[src/rtl/mips_defs.sv]
// Shared MIPS opcode/funct constants plus the multi-cycle control encodings.
package mips_defs;

    localparam logic [5:0] OPCODE_SPECIAL = 6'b000000;
    localparam logic [5:0] OPCODE_J       = 6'b000010;
    localparam logic [5:0] OPCODE_JAL     = 6'b000011;
    localparam logic [5:0] OPCODE_BEQ     = 6'b000100;
    localparam logic [5:0] OPCODE_ADDI    = 6'b001000;
    localparam logic [5:0] OPCODE_ADDIU   = 6'b001001;
    localparam logic [5:0] OPCODE_ORI     = 6'b001101;
    localparam logic [5:0] OPCODE_LUI     = 6'b001111;
    localparam logic [5:0] OPCODE_LB      = 6'b100000;
    localparam logic [5:0] OPCODE_LW      = 6'b100011;
    localparam logic [5:0] OPCODE_SB      = 6'b101000;
    localparam logic [5:0] OPCODE_SW      = 6'b101011;
    localparam logic [5:0] OPCODE_HLT     = 6'b111111;

    localparam logic [5:0] FUNCT_JR   = 6'b001000;
    localparam logic [5:0] FUNCT_ADDU = 6'b100001;
    localparam logic [5:0] FUNCT_SUBU = 6'b100011;
    localparam logic [5:0] FUNCT_SLT  = 6'b101010;

    localparam logic [1:0] NPC_PC4    = 2'd0;
    localparam logic [1:0] NPC_BRANCH = 2'd1;
    localparam logic [1:0] NPC_JUMP   = 2'd2;
    localparam logic [1:0] NPC_RS     = 2'd3;

    localparam logic [1:0] WB_ALU = 2'd0;
    localparam logic [1:0] WB_MEM = 2'd1;
    localparam logic [1:0] WB_PC  = 2'd2;

    localparam logic [1:0] REGDST_RT = 2'd0;
    localparam logic [1:0] REGDST_RD = 2'd1;
    localparam logic [1:0] REGDST_RA = 2'd2;

    localparam logic [2:0] ALUOP_ADD = 3'd0;
    localparam logic [2:0] ALUOP_SUB = 3'd1;
    localparam logic [2:0] ALUOP_OR  = 3'd2;
    localparam logic [2:0] ALUOP_SLT = 3'd3;
    localparam logic [2:0] ALUOP_LUI = 3'd4;

    localparam logic [1:0] EXT_ZERO  = 2'd0;
    localparam logic [1:0] EXT_SIGN  = 2'd1;
    localparam logic [1:0] EXT_UPPER = 2'd2;

    typedef enum logic [3:0] {
        S_FETCH    = 4'd0,
        S_DECODE   = 4'd1,
        S_EXEC_R   = 4'd2,
        S_EXEC_I   = 4'd3,
        S_MEM_ADDR = 4'd4,
        S_MEM_RD   = 4'd5,
        S_MEM_WR   = 4'd6,
        S_WB_ALU   = 4'd7,
        S_WB_MEM   = 4'd8,
        S_HALT     = 4'd9
    } state_t;

    typedef enum logic [3:0] {
        CLS_ILLEGAL = 4'd0,
        CLS_J       = 4'd1,
        CLS_JAL     = 4'd2,
        CLS_JR      = 4'd3,
        CLS_BEQ     = 4'd4,
        CLS_HALT    = 4'd5,
        CLS_RTYPE   = 4'd6,
        CLS_IALU    = 4'd7,
        CLS_LOAD    = 4'd8,
        CLS_STORE   = 4'd9
    } inst_cls_t;

    typedef struct packed {
        inst_cls_t  cls;
        logic [2:0] alu_op;
        logic [1:0] ext_op;
        logic       is_byte;
        logic       is_addi;
    } dec_t;

endpackage

[src/rtl/mips_mc_decode.sv]
// Combinational instruction classifier: opcode/funct to class and ALU/extend controls.
module mips_mc_decode
    import mips_defs::*;
(
    input  logic [5:0] opcode,
    input  logic [5:0] funct,
    output dec_t       dec_c
);

    always_comb begin
        dec_c         = '0;
        dec_c.cls     = CLS_ILLEGAL;
        dec_c.alu_op  = ALUOP_ADD;
        dec_c.ext_op  = EXT_SIGN;
        case (opcode)
            OPCODE_SPECIAL: begin
                case (funct)
                    FUNCT_JR:   dec_c.cls = CLS_JR;
                    FUNCT_ADDU: dec_c.cls = CLS_RTYPE;
                    FUNCT_SUBU: begin
                        dec_c.cls    = CLS_RTYPE;
                        dec_c.alu_op = ALUOP_SUB;
                    end
                    FUNCT_SLT: begin
                        dec_c.cls    = CLS_RTYPE;
                        dec_c.alu_op = ALUOP_SLT;
                    end
                    default: dec_c.cls = CLS_ILLEGAL;
                endcase
            end
            OPCODE_J:   dec_c.cls = CLS_J;
            OPCODE_JAL: dec_c.cls = CLS_JAL;
            OPCODE_BEQ: begin
                dec_c.cls    = CLS_BEQ;
                dec_c.alu_op = ALUOP_SUB;
            end
            OPCODE_ADDI: begin
                dec_c.cls     = CLS_IALU;
                dec_c.is_addi = 1'b1;
            end
            OPCODE_ADDIU: dec_c.cls = CLS_IALU;
            OPCODE_ORI: begin
                dec_c.cls    = CLS_IALU;
                dec_c.alu_op = ALUOP_OR;
                dec_c.ext_op = EXT_ZERO;
            end
            OPCODE_LUI: begin
                dec_c.cls    = CLS_IALU;
                dec_c.alu_op = ALUOP_LUI;
                dec_c.ext_op = EXT_UPPER;
            end
            OPCODE_LW: dec_c.cls = CLS_LOAD;
            OPCODE_LB: begin
                dec_c.cls     = CLS_LOAD;
                dec_c.is_byte = 1'b1;
            end
            OPCODE_SW: dec_c.cls = CLS_STORE;
            OPCODE_SB: begin
                dec_c.cls     = CLS_STORE;
                dec_c.is_byte = 1'b1;
            end
            OPCODE_HLT: dec_c.cls = CLS_HALT;
            default:    dec_c.cls = CLS_ILLEGAL;
        endcase
    end

endmodule

[src/rtl/mips_mc_ctrl.sv]
// Multi-cycle MIPS control FSM with a ready/request data-memory handshake.
module mips_mc_ctrl
    import mips_defs::*;
#(
    parameter int unsigned MEM_TIMEOUT = 0
) (
    input  logic       clk,
    input  logic       reset,
    input  logic [5:0] opcode,
    input  logic [5:0] funct,
    input  logic       zero,
    input  logic       overflow,
    input  logic       mem_ready,
    output logic       ir_write_en,
    output logic       pc_write_en,
    output logic [1:0] npc_sel,
    output logic       reg_write_en,
    output logic [1:0] reg_dst,
    output logic [1:0] wb_sel,
    output logic       alu_src_b,
    output logic [2:0] alu_op,
    output logic [1:0] ext_op,
    output logic       mem_req,
    output logic       mem_write_en,
    output logic       mem_byte,
    output logic       halt_sig,
    output logic       illegal_inst,
    output logic       mem_err,
    output logic [3:0] state
);

    localparam int unsigned CNT_W = (MEM_TIMEOUT > 0) ? $clog2(MEM_TIMEOUT + 1) : 1;

    state_t           state_q, state_d;
    logic [CNT_W-1:0] cnt_q, cnt_d;
    logic             mem_err_q, mem_err_d;
    logic             timeout_c;
    dec_t             dec_c;

    mips_mc_decode u_decode (
        .opcode (opcode),
        .funct  (funct),
        .dec_c  (dec_c)
    );

    // The wait that is about to elapse is the last one allowed.
    assign timeout_c = (MEM_TIMEOUT != 0) && ((32'(cnt_q) + 32'd1) == MEM_TIMEOUT);

    assign state   = state_q;
    assign mem_err = mem_err_q;

    always_ff @(posedge clk or posedge reset) begin
        if (reset) begin
            state_q   <= S_FETCH;
            cnt_q     <= '0;
            mem_err_q <= 1'b0;
        end else begin
            state_q   <= state_d;
            cnt_q     <= cnt_d;
            mem_err_q <= mem_err_d;
        end
    end

    // Next state and datapath controls; everything is forced low while reset is high.
    always_comb begin
        state_d      = state_q;
        cnt_d        = '0;
        mem_err_d    = mem_err_q;
        ir_write_en  = 1'b0;
        pc_write_en  = 1'b0;
        npc_sel      = NPC_PC4;
        reg_write_en = 1'b0;
        reg_dst      = REGDST_RT;
        wb_sel       = WB_ALU;
        alu_src_b    = 1'b0;
        alu_op       = ALUOP_ADD;
        ext_op       = EXT_ZERO;
        mem_req      = 1'b0;
        mem_write_en = 1'b0;
        mem_byte     = 1'b0;
        halt_sig     = 1'b0;
        illegal_inst = 1'b0;

        if (!reset) begin
            case (state_q)
                S_FETCH: begin
                    ir_write_en = 1'b1;
                    pc_write_en = 1'b1;
                    npc_sel     = NPC_PC4;
                    state_d     = S_DECODE;
                end
                S_DECODE: begin
                    alu_op  = dec_c.alu_op;
                    ext_op  = dec_c.ext_op;
                    state_d = S_FETCH;
                    case (dec_c.cls)
                        CLS_J: begin
                            pc_write_en = 1'b1;
                            npc_sel     = NPC_JUMP;
                        end
                        CLS_JAL: begin
                            pc_write_en  = 1'b1;
                            npc_sel      = NPC_JUMP;
                            reg_write_en = 1'b1;
                            reg_dst      = REGDST_RA;
                            wb_sel       = WB_PC;
                        end
                        CLS_JR: begin
                            pc_write_en = 1'b1;
                            npc_sel     = NPC_RS;
                        end
                        CLS_BEQ: begin
                            pc_write_en = zero;
                            npc_sel     = zero ? NPC_BRANCH : NPC_PC4;
                        end
                        CLS_HALT:  state_d = S_HALT;
                        CLS_RTYPE: state_d = S_EXEC_R;
                        CLS_IALU:  state_d = S_EXEC_I;
                        CLS_LOAD,
                        CLS_STORE: state_d = S_MEM_ADDR;
                        default:   illegal_inst = 1'b1;
                    endcase
                end
                S_EXEC_R: begin
                    alu_op    = dec_c.alu_op;
                    ext_op    = dec_c.ext_op;
                    alu_src_b = 1'b0;
                    state_d   = S_WB_ALU;
                end
                S_EXEC_I: begin
                    alu_op    = dec_c.alu_op;
                    ext_op    = dec_c.ext_op;
                    alu_src_b = 1'b1;
                    state_d   = S_WB_ALU;
                end
                S_WB_ALU: begin
                    alu_op       = dec_c.alu_op;
                    ext_op       = dec_c.ext_op;
                    alu_src_b    = (dec_c.cls != CLS_RTYPE);
                    reg_write_en = !(dec_c.is_addi && overflow);
                    wb_sel       = WB_ALU;
                    reg_dst      = (dec_c.cls == CLS_RTYPE) ? REGDST_RD : REGDST_RT;
                    state_d      = S_FETCH;
                end
                S_MEM_ADDR: begin
                    alu_op    = ALUOP_ADD;
                    ext_op    = EXT_SIGN;
                    alu_src_b = 1'b1;
                    state_d   = (dec_c.cls == CLS_LOAD) ? S_MEM_RD : S_MEM_WR;
                end
                S_MEM_RD,
                S_MEM_WR: begin
                    alu_op       = ALUOP_ADD;
                    ext_op       = EXT_SIGN;
                    alu_src_b    = 1'b1;
                    mem_req      = 1'b1;
                    mem_write_en = (state_q == S_MEM_WR);
                    mem_byte     = dec_c.is_byte;
                    if (mem_ready) begin
                        state_d = (state_q == S_MEM_RD) ? S_WB_MEM : S_FETCH;
                    end else if (timeout_c) begin
                        mem_err_d = 1'b1;
                        state_d   = S_FETCH;
                    end else begin
                        cnt_d = cnt_q + CNT_W'(1);
                    end
                end
                S_WB_MEM: begin
                    reg_write_en = 1'b1;
                    wb_sel       = WB_MEM;
                    reg_dst      = REGDST_RT;
                    state_d      = S_FETCH;
                end
                S_HALT: begin
                    halt_sig = 1'b1;
                    state_d  = S_HALT;
                end
                default: state_d = S_FETCH;
            endcase
        end
    end

endmodule

[config.mk]
export PLATFORM = sky130hd
export DESIGN_NAME = mips_mc_ctrl
export DESIGN_NICKNAME = d
export VERILOG_FILES = /design/src/rtl/mips_defs.sv /design/src/rtl/mips_mc_decode.sv /design/src/rtl/mips_mc_ctrl.sv
export SDC_FILE = /design/constraint.sdc
export NUM_CORES = 1
export LEC_CHECK = 0
export CORE_ASPECT_RATIO = 1.5
export CORE_UTILIZATION = 30
export DETAILED_ROUTE_END_ITERATION = 8
export GPL_TIMING_DRIVEN = 0
export PLACE_DENSITY = 0.6
export SETUP_SLACK_MARGIN = 0.2
export SLEW_MARGIN = 30
export SYNTH_ARGS = -nofsm -noshare
export SYNTH_HDL_FRONTEND = slang
export SYNTH_SLANG_ARGS = --single-unit
export TNS_END_PERCENT = 30
[constraint.sdc]
create_clock -name clk -period 1.8 [get_ports clk]
set_input_delay 0.36 -clock clk [delete_from_list [all_inputs] [get_ports clk]]
set_output_delay 0.36 -clock clk [all_outputs]
set_load 0.05 [all_outputs]
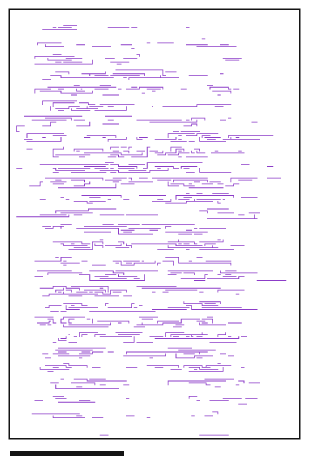
run_1/met1.png
Scale bar: 20 um.
nets with wire on the layer: 219
longest straight run: 14.7 um
share of all routed wire: 34%
met1 GRT Util: 27.66%
via count: 1619

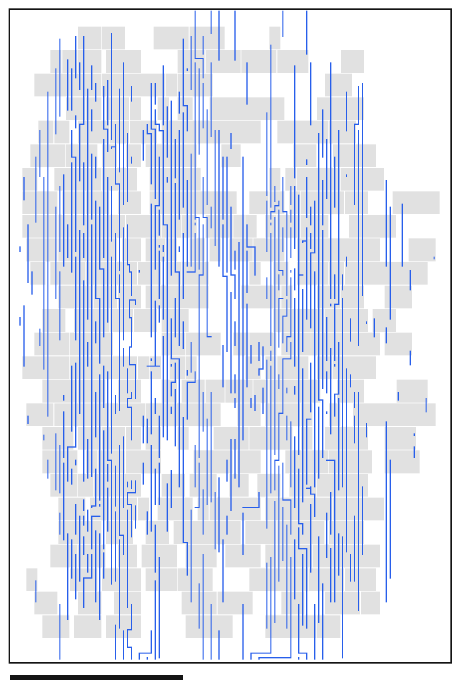
run_1/met2.png
Scale bar: 20 um.
share of all routed wire: 58%
longest straight run: 37.4 um
wire length on this layer: 2810 um
met2 global-route usage: 49.93%
Final Routed Wirelength: 4886 um

==> flow_summary.yaml, run 1 <==
# flow metrics
global_route:
  grt_overflow: 0
  antenna_found_initial: 0
  grt_busiest_layer: "met2"
hold_path:
  hp-class: "in2async"
outcome:
  status: "complete, but fails checks"
  violations: "setup timing"
synth:
  ys_warn_count: 0
  synthArstFlopShare_pct: 100.0
  simple_gate_area_share_pct: 45.87
  mux_area_share_pct: 0.9313
  ys_seq_share_pct: 9.313
  yosysCellCount: 160
  yosys.area_share.xor_xnor_pct: 3.260
  top_area_cell: "dfrtp_1"
  top_cell_area_share_pct: 9.313
clocking:
  clock_latency_ns: 0.22
  htreeDepth: 1
  hold_buffers: 0
pwr:
  top_power_group: "combinational logic"
  pwr-share-comb_pct: 83.9
  powerClk_mw: 0.197
  seq_power_share_pct: 8.4
worst_setup_path:
  timing.reg2reg.setup_slack_ns: 0.09
  cp_common_cell: "buf_6"
  critPathTopFamily: "buffers and inverters"
  critPathKind: "in2out"
detailed_routing:
  wl_per_cell_um: 17.90
  drtPass1Iterations: 4
cells_and_area:
  comb_share_pct: 55.62
  layout-drive-gt1-share_pct: 59.74
  comb_cells: 133
  n_all_buffers: 85
  nFillCells: 285
  antenna_cells: 0
final_timing:
  layout_setup_ws_ns: -0.4341
  drv_slew: 0
  setup_tns_ns: -4.322
  finalSetupViolCount: 19
  finalClockPeriodUsage_pct: 124.1
flow_run:
  tool_warnings: 29
  maxCapViolCount: 0
die:
  fp_util_pct: 31.47
  std_cell_rows: 26
  core_um2: 3416
  die_h_um: 75.31
placed_design:
  place.gp.congestion: 0.8729
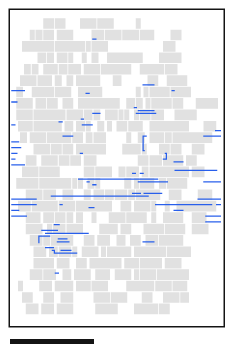
run_1/met3.png
Scale bar: 20 um.
share of all routed wire: 4.1%
wire length on this layer: 202 um
met3 Usage GRT: 0.9980%

==> run 1 -> run 2 <==
- CAP_MARGIN: unset -> 0
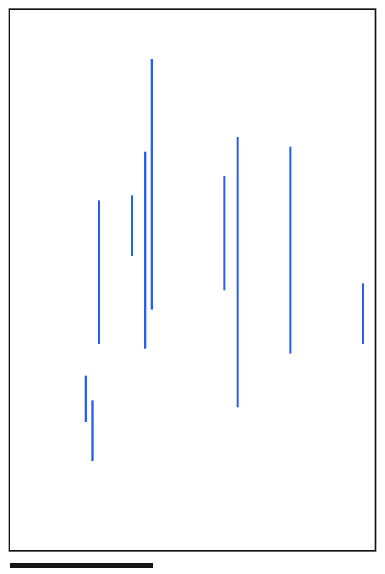
run_2/met4.png
Scale bar: 20 um.
nets with wire on the layer: 10
longest straight run: 37.4 um

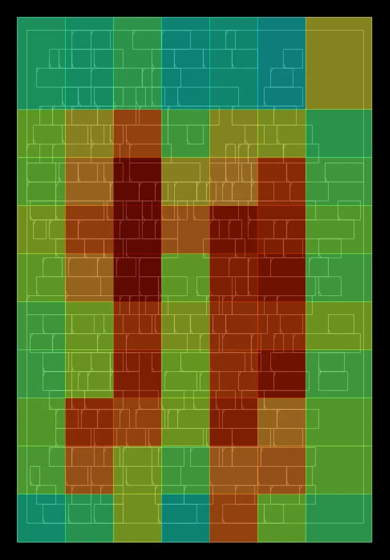
run_2/final_congestion.png
fin util: 67.84%
GR peak layer: met2
GRT Util Overall: 25.29%

==> run 2 against run 1 <==
Compared with the run above:
- the flow still finishes with violations (setup timing)
- global-route usage is the same
- register-to-register slack is essentially flat
- die area is the same
- clock skew is the same
- critical path type unchanged
- largest power group unchanged
==> flow_summary.yaml, run 2 <==
# flow metrics
hold_path:
  hp-class: "in2async"
global_route:
  antenna_found_initial: 0
  use_met1_pct: 27.66
outcome:
  violations: "setup timing"
  status: "complete, but fails checks"
die:
  fp_util_pct: 31.47
  die_h_um: 75.31
pwr:
  powerClk_mw: 0.197
  seq_power_share_pct: 8.4
synth:
  ys_seq_share_pct: 9.313
cells_and_area:
  antenna_cells: 0
  layout-drive-gt1-share_pct: 59.74
  comb_share_pct: 55.62
  n_all_buffers: 85
detailed_routing:
  drtPass1Iterations: 4
  finalWirelength_um: 4886
  routed-via-count: 1619
placed_design:
  place.gp.congestion: 0.8729
final_timing:
  finalSetupViolCount: 19
  layout_setup_ws_ns: -0.4341
  finalClockPeriodUsage_pct: 124.1
clocking:
  htreeDepth: 1
  clock_latency_ns: 0.22
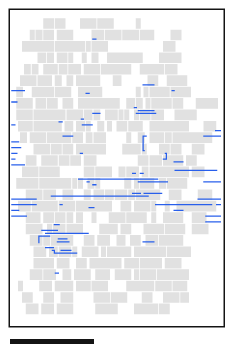
run_2/met3.png
Scale bar: 20 um.
nets with wire on the layer: 45
main direction: horizontal
share of all routed wire: 4.1%

Power figures rest on the tool's default switching activity, not on a simulated workload.
